## config.mk

```make
export PLATFORM = sky130hd
export DESIGN_NAME = html_block_renderer
export DESIGN_NICKNAME = d
export VERILOG_FILES = /design/src/rtl/html_block_renderer_pkg.sv /design/src/rtl/html_block_renderer.sv
export SDC_FILE = /design/constraint.sdc
export NUM_CORES = 1
export LEC_CHECK = 0
export ABC_AREA = 1
export CAP_MARGIN = 10
export CORE_ASPECT_RATIO = 1.25
export CORE_UTILIZATION = 60
export DETAILED_ROUTE_END_ITERATION = 12
export PLACE_DENSITY = 0.9
export SYNTH_ARGS = -nofsm -noshare
export SYNTH_HDL_FRONTEND = slang
export SYNTH_SLANG_ARGS = --single-unit
```

## constraint.sdc

```tcl
create_clock -name clock -period 4.9 [get_ports clock]
set_clock_uncertainty 0.15 [all_clocks]
set_input_delay 0.98 -clock clock [delete_from_list [all_inputs] [get_ports clock]]
set_output_delay 0.98 -clock clock [all_outputs]
set_load 0.1 [all_outputs]
```

## src/rtl/html_block_renderer_pkg.sv

```systemverilog
// Shared widths, opcodes, screen defaults and FSM encoding for the html block renderer.
// Width constants must stay in step with the parser and the framebuffer adapter.
package html_block_renderer_pkg;

  localparam int unsigned X_BITES             = 8;
  localparam int unsigned Y_BITES             = 7;
  localparam int unsigned COLOR_BITES         = 3;
  localparam int unsigned ATTRIBUTE_VAL_BITES = 8;

  localparam int unsigned SCREEN_W_DEFAULT = 160;
  localparam int unsigned SCREEN_H_DEFAULT = 120;

  localparam logic OP_FILL_RECT = 1'b0;
  localparam logic OP_CLEAR     = 1'b1;

  typedef enum logic [1:0] {
    ST_IDLE = 2'd0,
    ST_CLIP = 2'd1,
    ST_DRAW = 2'd2,
    ST_DONE = 2'd3
  } state_e;

endpackage

```

## src/rtl/html_block_renderer.sv

```systemverilog
// Turns FILL_RECT / CLEAR block commands into a clipped, row-major stream of pixel writes.
// One command in flight at a time; the clip bounds are computed in a single CLIP cycle.
module html_block_renderer
  import html_block_renderer_pkg::*;
#(
  parameter int unsigned SCREEN_W = SCREEN_W_DEFAULT,
  parameter int unsigned SCREEN_H = SCREEN_H_DEFAULT,
  parameter int unsigned X_W      = X_BITES,
  parameter int unsigned Y_W      = Y_BITES,
  parameter int unsigned COLOR_W  = COLOR_BITES
) (
  input  logic               clock,
  input  logic               resetn,
  input  logic               cmd_valid,
  output logic               cmd_ready,
  input  logic               cmd_op,
  input  logic [X_W-1:0]     cmd_x,
  input  logic [Y_W-1:0]     cmd_y,
  input  logic [X_W-1:0]     cmd_w,
  input  logic [Y_W-1:0]     cmd_h,
  input  logic [COLOR_W-1:0] cmd_color,
  output logic               plot_valid,
  input  logic               plot_ready,
  output logic [X_W-1:0]     plot_x,
  output logic [Y_W-1:0]     plot_y,
  output logic [COLOR_W-1:0] plot_color,
  output logic               busy,
  output logic               done
);

  localparam logic [X_W:0] XLim = SCREEN_W[X_W:0];
  localparam logic [Y_W:0] YLim = SCREEN_H[Y_W:0];

  state_e             state_q, state_d;
  logic               op_q, op_d;
  logic [X_W-1:0]     x_q, x_d, w_q, w_d, curX_q, curX_d;
  logic [Y_W-1:0]     y_q, y_d, h_q, h_d, curY_q, curY_d;
  logic [X_W:0]       xEnd_q, xEnd_d;
  logic [Y_W:0]       yEnd_q, yEnd_d;
  logic [COLOR_W-1:0] color_q, color_d;

  logic [X_W:0] xSum, xEndClip, curXInc;
  logic [Y_W:0] ySum, yEndClip, curYInc;
  logic         reject;

  // One extra bit on every sum so x+w and cur+1 can never wrap past the screen edge.
  assign xSum     = {1'b0, x_q} + {1'b0, w_q};
  assign ySum     = {1'b0, y_q} + {1'b0, h_q};
  assign xEndClip = (xSum > XLim) ? XLim : xSum;
  assign yEndClip = (ySum > YLim) ? YLim : ySum;
  assign curXInc  = {1'b0, curX_q} + (X_W+1)'(1);
  assign curYInc  = {1'b0, curY_q} + (Y_W+1)'(1);
  assign reject   = (op_q == OP_FILL_RECT) &&
                    ((w_q == '0) || (h_q == '0) ||
                     ({1'b0, x_q} >= XLim) || ({1'b0, y_q} >= YLim));

  always_ff @(posedge clock) begin
    if (!resetn) begin
      state_q <= ST_IDLE;
      op_q    <= 1'b0;
      x_q     <= '0;
      y_q     <= '0;
      w_q     <= '0;
      h_q     <= '0;
      color_q <= '0;
      xEnd_q  <= '0;
      yEnd_q  <= '0;
      curX_q  <= '0;
      curY_q  <= '0;
    end else begin
      state_q <= state_d;
      op_q    <= op_d;
      x_q     <= x_d;
      y_q     <= y_d;
      w_q     <= w_d;
      h_q     <= h_d;
      color_q <= color_d;
      xEnd_q  <= xEnd_d;
      yEnd_q  <= yEnd_d;
      curX_q  <= curX_d;
      curY_q  <= curY_d;
    end
  end

  always_comb begin
    state_d = state_q;
    op_d    = op_q;
    x_d     = x_q;
    y_d     = y_q;
    w_d     = w_q;
    h_d     = h_q;
    color_d = color_q;
    xEnd_d  = xEnd_q;
    yEnd_d  = yEnd_q;
    curX_d  = curX_q;
    curY_d  = curY_q;
    case (state_q)
      ST_IDLE: begin
        if (cmd_valid && cmd_ready) begin
          op_d    = cmd_op;
          x_d     = cmd_x;
          y_d     = cmd_y;
          w_d     = cmd_w;
          h_d     = cmd_h;
          color_d = cmd_color;
          state_d = ST_CLIP;
        end
      end
      ST_CLIP: begin
        if (reject) begin
          state_d = ST_DONE;
        end else if (op_q == OP_CLEAR) begin
          x_d     = '0;
          y_d     = '0;
          xEnd_d  = XLim;
          yEnd_d  = YLim;
          curX_d  = '0;
          curY_d  = '0;
          state_d = ST_DRAW;
        end else begin
          xEnd_d  = xEndClip;
          yEnd_d  = yEndClip;
          curX_d  = x_q;
          curY_d  = y_q;
          state_d = ST_DRAW;
        end
      end
      // x_q/y_q hold the clipped rectangle origin, used to restart each row.
      ST_DRAW: begin
        if (plot_ready) begin
          if (curXInc < xEnd_q) begin
            curX_d = curXInc[X_W-1:0];
          end else if (curYInc < yEnd_q) begin
            curX_d = x_q;
            curY_d = curYInc[Y_W-1:0];
          end else begin
            state_d = ST_DONE;
          end
        end
      end
      ST_DONE: state_d = ST_IDLE;
      default: state_d = ST_IDLE;
    endcase
  end

  // Outputs are qualified with resetn so everything reads zero while reset is held.
  assign cmd_ready  = resetn && (state_q == ST_IDLE);
  assign busy       = resetn && ((state_q == ST_CLIP) || (state_q == ST_DRAW));
  assign plot_valid = resetn && (state_q == ST_DRAW);
  assign done       = resetn && (state_q == ST_DONE);
  assign plot_x     = plot_valid ? curX_q  : '0;
  assign plot_y     = plot_valid ? curY_q  : '0;
  assign plot_color = plot_valid ? color_q : '0;

endmodule

```

run_1/clock_nets.png
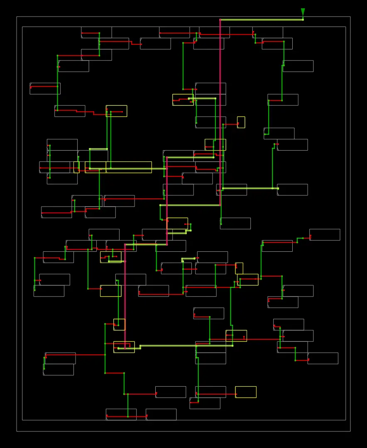
sequential cell count: 68
power consumed by the clock network: 0.000485 W

run_1/gates.png
Bar = 20 um.
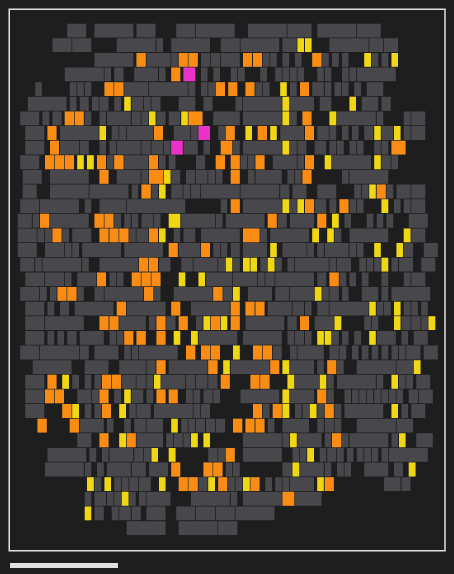
and/or cells -> magenta  # cells 3
aoi and oai cells -> orange  # cells 127
inv cells -> yellow  # cells 93, where widely spread

==> flow_summary.yaml, run 1 <==
# yosys + openroad results
status:
  run_status: "complete, no violations"
final_timing:
  timing.slew.headroom: 0.3872
  hold_viol: 0
  worstMarginPinSlew_ns: 0.9182
  period_minus_slack_ns: 3.637
power:
  fin_total_pwr_w: 0.003012
  p_per_area_mw_per_mm2: 559.2
  leakagePower_nw: 2.636
yosys:
  yosys_most_used_dff: "dfxtp_1"
  enable_flop_cells: 0
  common_cells: "179 x nand2_1, 88 x inv_1, 88 x nor2_1"
  synth_top_cell_by_count: "nand2_1"
  synth-seq-cells: 68
  top_cell_area_share: 0.2930
  netlist-cell-type-count: 37
die:
  floorplan.tapcells: 92
  core_mm2: 0.007445
  design.portCount: 60
  horizontal_die_dimension_um: 80.71
cells_and_area:
  clock_buffers: 12
  buffer_area_frac: 0.09988
  clock_cell_area_share: 0.03763
  final_cell_mix: "179 x nand2_1, 88 x inv_1, 88 x nor2_1"
  post_route_utilization: 0.7235
  mostFrequentLayoutCell: "nand2_1"
  register_area_mm2: 0.001361
flow_run:
  max_cap_violations: 0
drt:
  wire_per_inst_um: 13.60
  detail_route.first_pass.iterations: 6
placement:
  port_buffers: 59
  dp.cells: 853
  place.gp.congestion: 0.8976
  hpwl_after_dpl_mm: 8.757
  pre_cts_ws_ns: 1.534
critical_path:
  endpoint_kind: "output pin"
  worst_ep_arrival_time_ns: 2.51
  criticalPathCategory: "reg2out"
  setup.worst_path.start_class: "flop"
clock_network:
  path_clk_slew_ns: 0.07
grt:
  grt_pass1_wl_mm: 19.43
  antenna_found_initial: 0
run_1/clock_wires.png
Bar = 20 um.
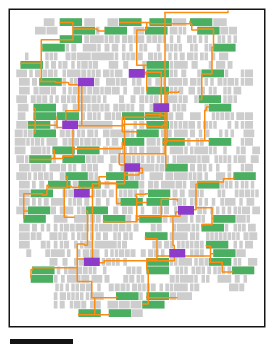
flip-flops -> green  # count 68
clock-net drivers -> purple  # count 9
clock wires -> orange  # length 956 um
routed clock nets = 10
clock latency at the later pin of the worst-skew pair: 0.35 ns
fraction of power consumed by the clock network: 0.161

run_1/floorplan.png
Pins as bars on the die edge. Tap cells in gray.
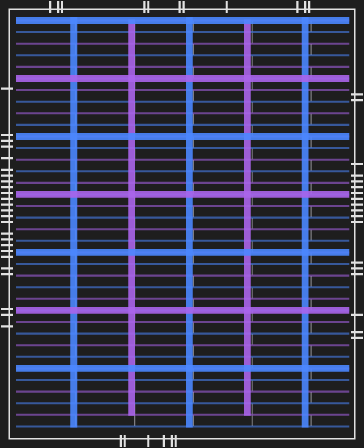
VSS -> blue
VDD -> purple
met1 rails = 36
met4 straps = 5
signal pins = 60
met5 straps = 7

## run 1: state kept, by name, indices dropped and copies added (netlist names)
register and cells:
y_q 7, x_q 8, yEnd_q 8, op_q 1, curX_q 8, h_q 7, color_q 3, w_q 8
xEnd_q 9, curY_q 7, state_q 2
## run 1: routing by layer
layer  GRT usage  part of all wire  vias to the layer above
li1            -                 -                     2442
met1      0.3708              0.43                     2147
met2      0.5215              0.48                      176
met5           0                 0                        -
met3     0.06455             0.059                       30
met4      0.1277             0.025                        0
## run 1: final timing paths
check / start / endpoint / slack (ns)
max: state_q[0]$_SDFFE_PN0P_ / plot_color[2] / 1.26
min: yEnd_q[2]$_SDFFE_PN0P_ / yEnd_q[2]$_SDFFE_PN0P_ / 0.32
max reg2reg: curX_q[0]$_SDFFE_PN0P_ / curX_q[2]$_SDFFE_PN0P_ / 1.93
min reg2reg: yEnd_q[2]$_SDFFE_PN0P_ / yEnd_q[2]$_SDFFE_PN0P_ / 0.32
## run 1: worst max-delay path: stages, from the launching register on
cell     delay, ns
dfxtp_1       0.36
inv_1         0.10
ha_1          0.55
inv_1         0.57
nor2_1        0.25
buf_4         0.32
## run 1: where the power goes
group | total, W | internal [W] | switching, W | leakage, nW
registers | 0.000809 | 0.000686 | 0.000123 | 0.557
logic | 0.00172 | 0.000543 | 0.00118 | 1.98
clock network | 0.000485 | 0.000261 | 0.000223 | 0.102
total | 0.00301 | 0.00149 | 0.00152 | 2.64
## run 1: kinds of logic (layout without fill, tap and decap cells)
group | after synthesis | after routing | share of synthesized area
buf+inv | 118 | 169 | 0.1005
xor+xnor | 10 | 10 | 0.01885
simple gates | 361 | 361 | 0.3358
fa+ha+maj | 38 | 38 | 0.1056
compound gates | 131 | 131 | 0.1462
flops | 68 | 68 | 0.2930
run_1/class_map.png
Bar = 20 um.
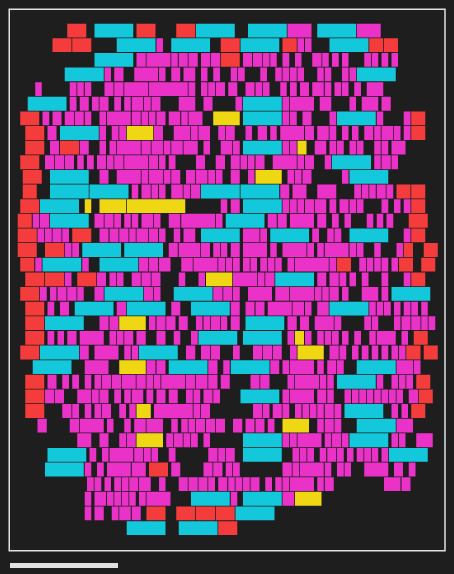

==> run 2: changes to the inputs <==
--- a/config.mk
+++ b/config.mk
@@ -8,9 +8,9 @@
 export ABC_AREA = 1
 export CAP_MARGIN = 10
 export CORE_ASPECT_RATIO = 1.25
-export CORE_UTILIZATION = 60
+export CORE_UTILIZATION = 56
 export DETAILED_ROUTE_END_ITERATION = 12
-export PLACE_DENSITY = 0.9
+export PLACE_DENSITY = 0.85
 export SYNTH_ARGS = -nofsm -noshare
 export SYNTH_HDL_FRONTEND = slang
 export SYNTH_SLANG_ARGS = --single-unit
==> constraint.sdc (replaced) <==
create_clock -name clock -period 3.48 [get_ports clock]
set_clock_uncertainty 0.15 [all_clocks]
set_input_delay 0.696 -clock clock [delete_from_list [all_inputs] [get_ports clock]]
set_output_delay 0.696 -clock clock [all_outputs]
set_load 0.1 [all_outputs]
run_2/class_map.png
Bar = 20 um.
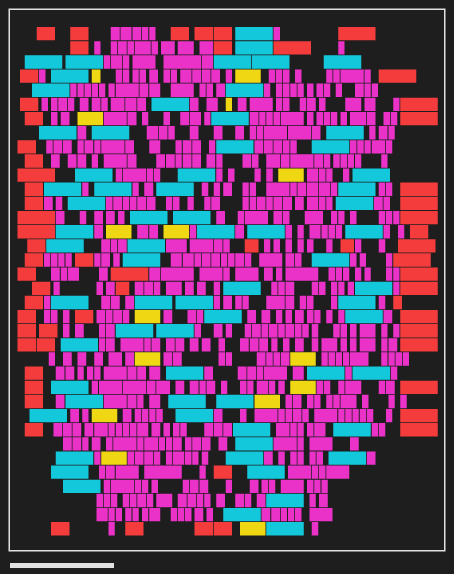
remaining buffers and delay cells -> red  # cells 62
registers -> cyan  # cells 68
remaining logic cells -> magenta  # cells 633
clock drivers and dummy loads -> yellow  # cells 15

run_2/floorplan.png
Pins as bars on the die edge. Tap cells in gray.
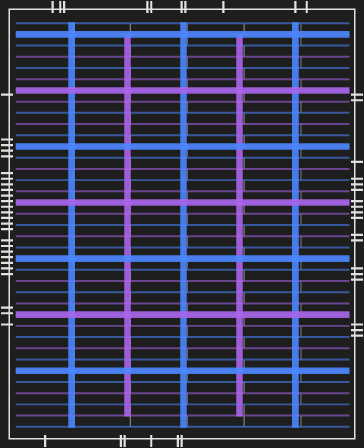
VDD -> purple
VSS -> blue
met1 rails = 37
rows = 36
met5 straps = 7

==> flow_summary.yaml, run 2 <==
# yosys + openroad results
final_timing:
  hold_viol: 0
  final.hold.worst_slack_ns: 0.3080
  worstMarginPinSlew_ns: 0.8506
  timing.slew.headroom: 0.4323
  period_minus_slack_ns: 3.194
yosys:
  synth_top_cell_by_count: "nand2_1"
  yosys.area_share.aoi: 0.1462
  top_cell_area_share: 0.2930
  synth_area_mm2: 0.004646
  yosys.area_share.simple: 0.3358
  floorplan.nets: 802
  synth-seq-cells: 68
  common_cells: "179 x nand2_1, 88 x inv_1, 88 x nor2_1"
  synthTopCellsByArea: "dfxtp_1 29%, nand2_1 14%, ha_1 9.7%, inv_1 7.1%, nor2_1 7.1%"
  netlist-cell-type-count: 37
  yosysTopAreaCell: "dfxtp_1"
  enable_flop_cells: 0
  yosys.stat.seqShare: 0.2930
  synthArstFlopShare: 0
  synthMuxAreaShare: 0
  synthAdderAreaFrac: 0.1056
  yosys_most_used_dff: "dfxtp_1"
  synth.logic.top_family: "simple AND/OR/NAND/NOR gates"
  yosys.area_share.xor_xnor: 0.01885
  yosysCellCount: 726
drt:
  route.met2.wl_mm: 5.646
  wl_met3_um: 752
  detail_route.first_pass.iterations: 5
  highest-signal-layer: "met4"
  via_per_inst: 5.574
  wire_per_inst_um: 13.76
  m1WireLength_mm: 5.081
power:
  p_per_area_mw_per_mm2: 751.0
  switching_share: 0.4980
  leakagePower_nw: 2.703
  comb_power_share: 0.585
  cellInternalPower_w: 0.002136
  clkPwrFrac: 0.147
  switchingPower_w: 0.002119
  fin_total_pwr_w: 0.004255
  p_seq_frac: 0.268
clock_network:
  ctsHoldBuffers: 0
  path_clk_slew_ns: 0.07
grt:
  global_route_layer_with_the_greatest_usage: "met2"
  grt.met1_usage: 0.3367
  grt_pass1_wl_mm: 20.18
  grtUsageMet3: 0.05657
  use_met2: 0.4766
  antenna_found_initial: 0
cells_and_area:
  layout.cell_area.non_filler_mm2: 0.005665
  largest_reg_flops: 9
  final_cell_mix: "179 x nand2_1, 88 x inv_1, 88 x nor2_1"
  fillers: 639
  drive_above_1_share: 0.07712
  max_flop_register: "xEnd_q"
  mostFrequentLayoutCell: "nand2_1"
critical_path:
  endpoint_kind: "output pin"
  critical_path_buf_inv_count: 2
  criticalPathCategory: "reg2out"
  path_delay_family: "simple AND/OR/NAND/NOR gates"
  worst_ep_arrival_time_ns: 2.35
  cpMaxStageDelayCell: "ha_1"
  critPathMaxStageDelay_ns: 0.53
  crit_path_cell_trace: "inv_1, ha_1, nand2_1, nor2_1, buf_12"
  setup.worst_path.start_class: "flop"
  path_max_fanout: 16
die:
  design.portCount: 60
  std_cell_rows: 36
  horizontal_die_dimension_um: 83.47
  die_h_um: 103.8
  core_mm2: 0.007928
flow_run:
  max_cap_violations: 0
placement:
  hpwl_after_dpl_mm: 9.097
  port_buffers: 59
  place.gp.congestion: 0.8494
status:
  run_status: "complete, no violations"
run_2/clock_nets.png
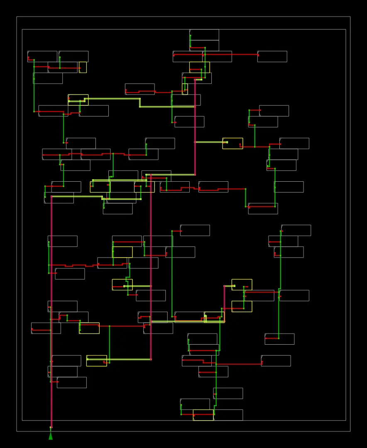
power consumed by the clock network: 0.000624 W
clock latency at the later pin of the worst-skew pair: 0.36 ns
clock buffer count in the final layout: 14

==> run 2: per-stage QoR <==
| stage | util | setup slack (ns) | cells |
|---|---|---|---|
| after floorplan | - | 0.2750 | 726 |
| after global placement | 0.6910 | 0.6965 | 858 |
| after detailed placement | 0.6910 | 0.6326 | 858 |
| after CTS | 0.7146 | 0.2938 | 873 |
| after global routing | 0.7146 | 0.1106 | 873 |
| final | 0.7146 | 0.2857 | 873 |
==> run 2: layout make-up <==
type,count,area (um^2),area share
Timing Repair Buffer,62,828.3,0.1462
Clock inverter,1,5.005,0.0008834
Clock buffer,14,182.7,0.03224
Tap cell,95,118.9,0.02098
Sequential cell,68,1361,0.2403
Inverter,93,351.6,0.06206
Multi-Input combinational cell,540,2818,0.4973
==> run 2: kinds of logic (layout without fill, tap and decap cells) <==
family | count (synthesis) | after routing
compound gates | 131 | 131
flops | 68 | 68
xor+xnor | 10 | 10
simple gates | 361 | 361
fa+ha+maj | 38 | 38
buf+inv | 118 | 170
==> run 2: power by group through the flow <==
stage               sequential, W  combinational (W)  clock (W)
global route              0.00116            0.00278   0.000662
detailed placement        0.00115            0.00242          0
finish                    0.00114            0.00249   0.000624
floorplan                 0.00110            0.00193          0
CTS                       0.00113            0.00245   0.000629
global placement          0.00114            0.00233          0
==> run 2: path summary, 6_finish.rpt <==
check / end / startpoint / slack, ns / cells after the start
setup / recovery: plot_x[1] / state_q[0]$_SDFFE_PN0P_ / 0.29 / 5
hold / removal: xEnd_q[8]$_SDFFE_PN0P_ / xEnd_q[8]$_SDFFE_PN0P_ / 0.31 / 2
setup reg to reg: curY_q[2]$_SDFFE_PN0P_ / curX_q[0]$_SDFFE_PN0P_ / 0.50 / 16
hold reg to reg: xEnd_q[8]$_SDFFE_PN0P_ / xEnd_q[8]$_SDFFE_PN0P_ / 0.31 / 2
==> run 3: changes to the inputs <==
--- a/config.mk
+++ b/config.mk
@@ -10,6 +10,7 @@
 export CORE_ASPECT_RATIO = 1.25
 export CORE_UTILIZATION = 56
 export DETAILED_ROUTE_END_ITERATION = 12
+export GPL_TIMING_DRIVEN = 1
 export PLACE_DENSITY = 0.85
 export SYNTH_ARGS = -nofsm -noshare
 export SYNTH_HDL_FRONTEND = slang
run_3/class_map.png
Bar = 20 um.
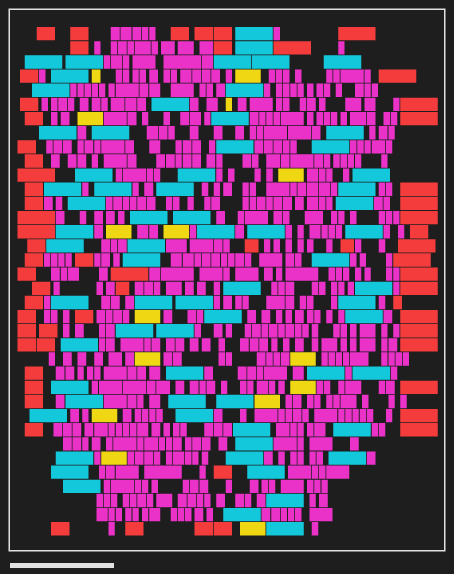
registers -> cyan  # cells 68
remaining logic cells -> magenta  # cells 633
clock drivers and dummy loads -> yellow  # cells 15
remaining buffers and delay cells -> red  # cells 62
Post-Route Utilization: 0.7146
core area: 0.007928 mm^2
fraction of standard cell area that is sequential: 0.2403
# rows: 36

run_3/floorplan.png
Pins as bars on the die edge. Tap cells in gray.
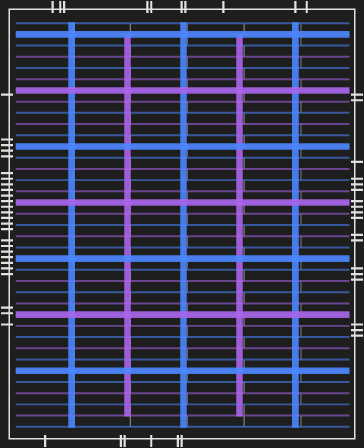
VSS -> blue
VDD -> purple
rows = 36
met1 rails = 37
met4 straps = 5
tap cells = 95
signal pins = 60

==> flow_summary.yaml, run 3 <==
# yosys + openroad results
critical_path:
  crit_path_cell_trace: "inv_1, ha_1, nand2_1, nor2_1, buf_12"
  critical_path_buf_inv_count: 2
  r2r_slack_ns: 0.50
  critPathMaxStageDelay_ns: 0.53
  reg2reg_from: "curX_q[0]$_SDFFE_PN0P_"
  path_delay_family: "simple AND/OR/NAND/NOR gates"
  worst_ep_arrival_time_ns: 2.35
yosys:
  synthArstFlopShare: 0
  synth_top_cell_by_count: "nand2_1"
  yosysTopAreaCell: "dfxtp_1"
  synthTopCellsByArea: "dfxtp_1 29%, nand2_1 14%, ha_1 9.7%, inv_1 7.1%, nor2_1 7.1%"
  netlist-cell-type-count: 37
  floorplan.nets: 802
placement:
  hpwl_after_dpl_mm: 9.097
  port_buffers: 59
cells_and_area:
  fillers: 639
  mostFrequentLayoutCell: "nand2_1"
  final_cell_mix: "179 x nand2_1, 88 x inv_1, 88 x nor2_1"
min_path:
  holdCritStartpoint: "xEnd_q[8]$_SDFFE_PN0P_"
  holdPathEnd: "xEnd_q[8]$_SDFFE_PN0P_"
final_timing:
  period_minus_slack_ns: 3.194
  final.hold.worst_slack_ns: 0.3080
  worstMarginPinSlew_ns: 0.8506
die:
  horizontal_die_dimension_um: 83.47
  design.portCount: 60
grt:
  antenna_found_initial: 0
drt:
  wire_per_inst_um: 13.76
  via_per_inst: 5.574
  highest-signal-layer: "met4"
clock_network:
  clk-insertion-delay-late_ns: 0.36
  ctsHoldBuffers: 0
status:
  run_status: "complete, no violations"
flow_run:
  max_cap_violations: 0
power:
  leakagePower_nw: 2.703
  p_per_area_mw_per_mm2: 751.0
run_3/clock_wires.png
Bar = 20 um.
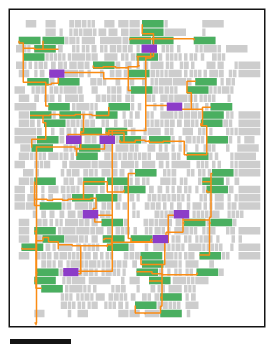
clock-net drivers -> purple  # count 9
clock wires -> orange  # length 883 um
flip-flops -> green  # count 68
flops lie = widely spread

run 3: cell counts after synthesis:
Identical to the previous run, type by type.
run 3: how the worst max path moves through the flow:
stage,startpoint,cells past startpoint,to,slack [ns]
floorplan,state_q[0]$_SDFFE_PN0P_,6,plot_x[3],0.28
CTS,state_q[0]$_SDFFE_PN0P_,5,plot_y[1],0.29
finish,state_q[0]$_SDFFE_PN0P_,5,plot_x[1],0.29
global route,state_q[0]$_SDFFE_PN0P_,5,plot_x[6],0.11
global placement,resetn,4,plot_y[1],0.70
detailed placement,curX_q[0]$_SDFFE_PN0P_,13,curX_q[1]$_SDFFE_PN0P_,0.63
run 3: cells by family (layout without fill, tap and decap cells):
kind of cell / Yosys count / count (layout) / share of synthesized area
buffers and inverters: 118 / 170 / 0.1005
and+or+nand+nor: 361 / 361 / 0.3358
DFF: 68 / 68 / 0.2930
AOI/OAI and AO/OA: 131 / 131 / 0.1462
adders and majority gates: 38 / 38 / 0.1056
xor gates and xnor gates: 10 / 10 / 0.01885
run 3: cell type report:
cell class	instances	area, um^2	area share
clock inverter	1	5.005	0.0008834
multi-input combinational	540	2818	0.4973
timing repair buffer	62	828.3	0.1462
inverter	93	351.6	0.06206
clock buffer	14	182.7	0.03224
sequential	68	1361	0.2403
tap	95	118.9	0.02098
run 3: per-layer routing:
layer	GRT usage	up-vias
li1	-	2448
met4	0.1707	0
met3	0.05657	50
met1	0.3367	2160
met5	0	-
met2	0.4766	208
run 3: where the power goes:
group	leakage (nW)	switching, W	total [W]	internal (W)
Sequential	0.557	0.000173	0.00114	0.000966
Clock	0.0986	0.000292	0.000624	0.000332
Combinational	2.05	0.00165	0.00249	0.000838
Total	2.70	0.00212	0.00425	0.00214
No activity file was given, so power comes from the tool's default toggle rates.
